Design traffic_phase_ctrl_flat, sky130hd; sources not shown.
Fig. 1: run 1, port wiring
Scale bar: 20 um.
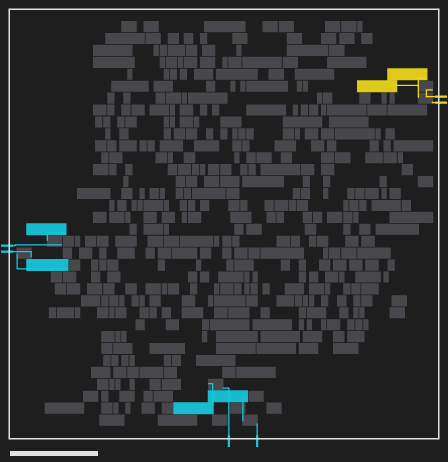
`bus_phase`: shown in yellow, bits 2, direction output, end cells 2, buffers 2, wire 17.5 um. `bus_COUNT_A_H`: shown in cyan, bits 4, direction output, end cells 4, buffers 4, wire 64.0 um.
# port buffers: 28
# IOs: 29

Fig. 2: run 1, a small window of the routed layout
Scale bar: 10 um. Window x 12 to 37, y 12 to 37 um. Cells in gray, sequential cells in the stronger gray; small squares are vias.
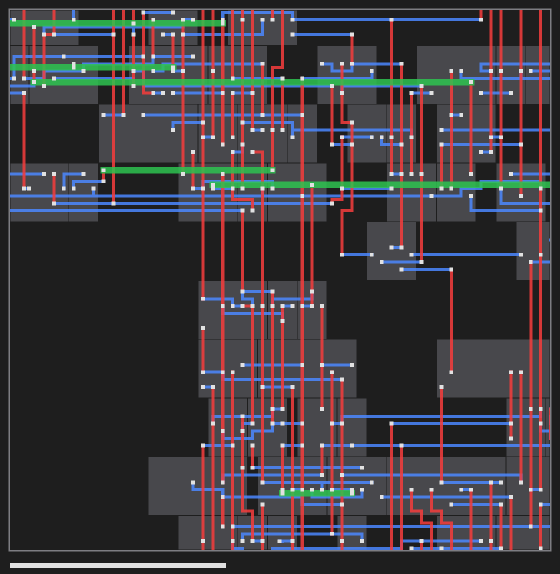
metal 2: shown in red. metal 3: shown in green. metal 1: shown in blue.
47 logic cells have their middle in the window. Most frequent: nand2_1 (5), a21oi_1 (5), ha_1 (4). Sequential cells in the window: 0.

Fig. 3: run 1, selected gate families
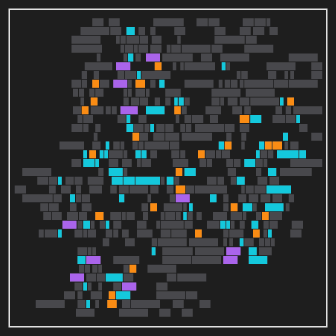
AND and OR gates: shown in orange, cells 25. adder and majority cells: shown in purple, cells 11. NOR gates: shown in cyan, cells 62.
post-route non-filler standard cell count: 534
Comb/total area: 0.590

Fig. 4: run 1, register map, names as in the netlist
Scale bar: 20 um. Other sequential cells in the stronger gray, the rest of the logic in the fainter gray.
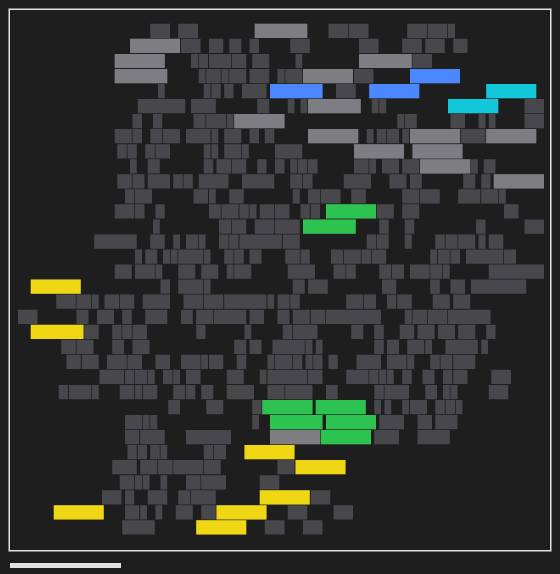
`u_core.cnt`: shown in green, flops 7. `u_core.count_a`: shown in yellow, flops 8. `u_core.bus.phase`: shown in cyan, flops 2. `u_core.bus.LAMP_A`: shown in blue, flops 3.
Another 16 sequential cells are not colored.
Reg area: 911 um2
flop share of the area: 0.228
post-layout util: 0.454

==> flow_summary.json, run 1 <==
{
  "clk_path_buf_depth": 2,
  "drt_iter0_markers": 207,
  "ys_sh_aoi": 0.335,
  "logic_gate_count": 311,
  "track_usage": 0.197,
  "violations": "DRC",
  "outcome": "finished with violations",
  "dp_slack_ns": 0.0292,
  "drv_slew": 0,
  "crit_type": "input pin to flop",
  "h-tree-depth": 2,
  "netlist_area_um2": 3470,
  "die_h_um": 97.6,
  "num_tap_cells": 108,
  "fp_util": 0.395,
  "busiest_layer": "met2",
  "nNonClkInverters": 27,
  "nets": 441,
  "hpwlAfterDp_mm": 6.95,
  "avgRoutedWirePerCell_um": 17.2,
  "p_per_area_nw_per_um2": 237,
  "grtUsageMet2": 0.337,
  "r2r_cells": 27,
  "finalHoldViolCount": 0,
  "clock.fmax_mhz": 136,
  "power_leader": "combinational cells",
  "power.switching_mw": 0.406,
  "dominant_cells": "logic gates",
  "crit_cells": 29,
  "end_kind": "flop",
  "antenna_found_initial": 0,
  "wl_mm": 9.18,
  "syn_to_final_growth_pct": 14.9,
  "xor_area_frac": 0.0126,
  "powerClk_mw": 0.134,
  "swShare": 0.430,
  "dieArea_um2": 9530,
  "design_area_um2": 3990,
  "route.detailed.drc": 4,
  "ant_nets": 0,
  "edf_count": 0,
  "tritoncts": "built",
  "setup_viol": 0,
  "dpl-instance-area_um2": 3870
}
run 1: synth_stat cells (4+ instances only):
master / number
dfrtp_1: 28
nand2_1: 27
nor2_1: 24
a21oi_1: 22
o21ai_0: 20
inv_1: 17
nand3_1: 13
nor3_1: 12
ha_1: 11
buf_2: 10
a31oi_1: 9
dfstp_2: 8
inv_2: 8
a21o_1: 7
and3_1: 7
a211oi_1: 6
nand4_1: 6
o21ai_1: 6
o31a_1: 6
buf_6: 5
nor3_2: 5
nor3b_1: 5
nor4_1: 5
o21a_1: 5
or3_1: 5
a22oi_1: 4
and2_1: 4
mux2i_1: 4
o211ai_1: 4
o22ai_1: 4
xnor2_1: 4
Fig. 5: run 1, routing congestion map
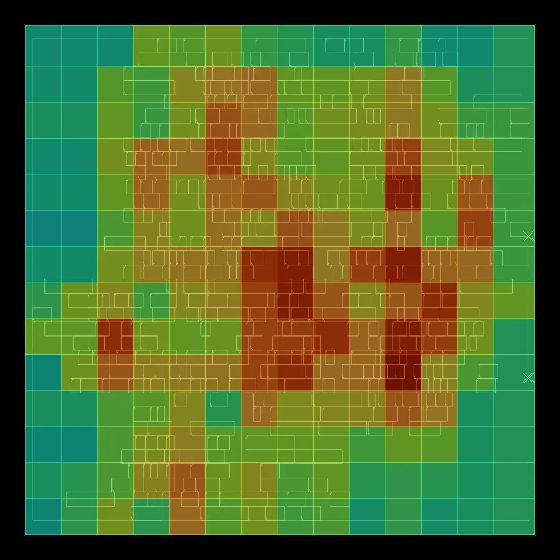

==> run 2, diff against run 1 <==
- CORE_ASPECT_RATIO: default -> 1.2
Fig. 6: run 2, routing congestion map
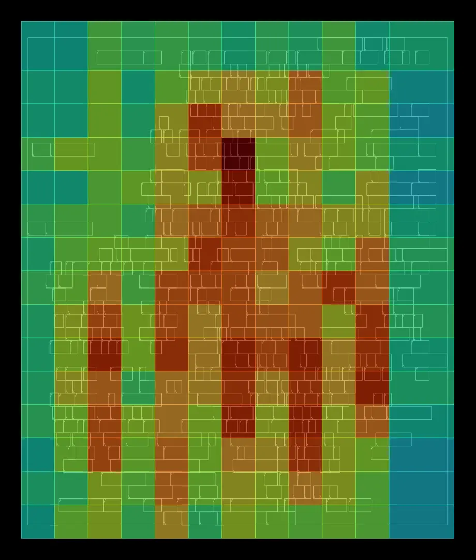
global-route usage over all layers: 0.205
grt met2 use: 0.353
post-layout util: 0.466

==> flow_summary.json, run 2 <==
{
  "outcome": "completed",
  "tritoncts": "built",
  "crit_cells": 28,
  "r2r_cells": 27,
  "fp_util": 0.399,
  "end_kind": "flop",
  "nNonClkInverters": 27,
  "fin_cells": 548,
  "edf_count": 0,
  "io_buffers": 28,
  "yosysMostFrequentCell": "dfrtp_1",
  "design_area_um2": 4060,
  "dpl-instance-area_um2": 3930,
  "seq_area_um2": 911,
  "nets": 446,
  "sh_comb_area": 0.575,
  "setup_viol": 0,
  "num_tap_cells": 117,
  "die_h_um": 107,
  "drv_slew": 0,
  "ys_sh_aoi": 0.335,
  "wl_mm": 9.42,
  "dieArea_um2": 9530,
  "ant_nets": 0,
  "dominant_cells": "logic gates",
  "p_per_area_nw_per_um2": 243,
  "drt_iter0_markers": 200,
  "clk_path_buf_depth": 2,
  "crit_type": "input pin to flop",
  "dp_slack_ns": -0.0227,
  "clock.fmax_mhz": 135,
  "h-tree-depth": 2
}
-- run 2: cell counts after synthesis --
No cell type changed its count.
-- run 2: metrics by stage --
stage | hold WS [ns] | setup TNS (ns)
after CTS | 0.435 | 0
after floorplan | 0.374 | 0
after global placement | 0.406 | 0
final | 0.434 | 0
after global routing | 0.472 | 0
after detailed placement | 0.417 | -0.0227
-- run 2: where the power goes --
part / leakage [nW] / internal, mW / switching, mW
registers: 0.432 / 0.231 / 0.0207
logic: 1.09 / 0.251 / 0.313
clock network: 0.0541 / 0.0940 / 0.0757
-- run 2: cells by family after synthesis --
family	count (synthesis)
AND/OR/NAND/NOR	140
flip-flops	36
multiplexers	8
XOR/XNOR	5
AND-OR/OR-AND	147
buffers and inverters	49
adder cells (fa/ha/maj)	11
Fig. 7: run 2, selected gate families
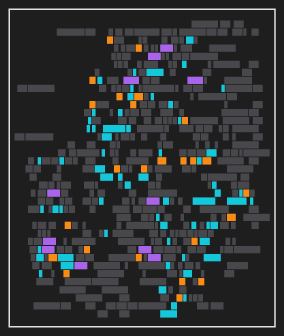

==> run 3, diff against run 2 <==
- GPL_TIMING_DRIVEN: default -> 0
Fig. 8: run 3, selected gate families
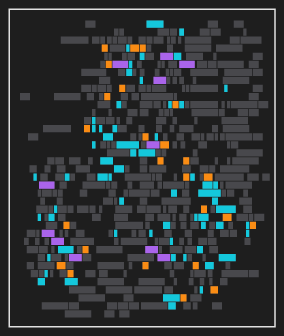
adder and majority cells: shown in purple, cells 11. NOR gates: shown in cyan, cells 62, where all over the die. AND and OR gates: shown in orange, cells 25.
post-route non-filler standard cell count: 555
Comb/total area: 0.577

==> flow_summary.json, run 3 <==
{
  "h-tree-depth": 2,
  "ant_nets": 0,
  "setup_viol": 0,
  "dpl-instance-area_um2": 3920,
  "ys_sh_aoi": 0.335,
  "powerClk_mw": 0.165,
  "io_buffers": 28,
  "p_clk_frac": 0.164,
  "power_leader": "combinational cells",
  "track_usage": 0.201,
  "nets": 453,
  "pwr-share-seq": 0.246,
  "outcome": "completed",
  "fp_util": 0.399,
  "swShare": 0.411,
  "combPwrFrac": 0.590,
  "utilization": 0.477,
  "edf_count": 0,
  "fin_setup_tns_ns": 0,
  "die_h_um": 107,
  "clock.fmax_mhz": 135,
  "power.switching_mw": 0.415,
  "crit_type": "input pin to flop",
  "crit_cells": 30,
  "yosysMostFrequentCell": "dfrtp_1",
  "wl_mm": 9.25
}
==> run 3: final cells by class <==
cell class              count  area (um2)  area share
multi-input cells         311        2400       0.577
clock inverters             3        42.5      0.0102
clock buffers               5        68.8      0.0166
repair buffers             35         345      0.0831
plain buffers              21         143      0.0343
flip-flops and latches     36         911       0.219
well taps                 117         146      0.0352
inverters                  27         101      0.0244
==> run 3: routing by layer <==
layer / vias up / routed length (um) / GRT usage
met5: - / 0 / 0
met4: 0 / 157 / 0.0612
met3: 12 / 274 / 0.0223
met2: 64 / 4650 / 0.344
met1: 1586 / 4170 / 0.260
li1: 1601 / - / -
==> run 3: what timing repair did <==
action | CTS | global route
gates resized | 0 | 18
setup buffers | 4 | 2
endpoints found under the setup margin | 2 | 7
pin swaps | 1 | 2
Power figures rest on the tool's default switching activity, not on a simulated workload.
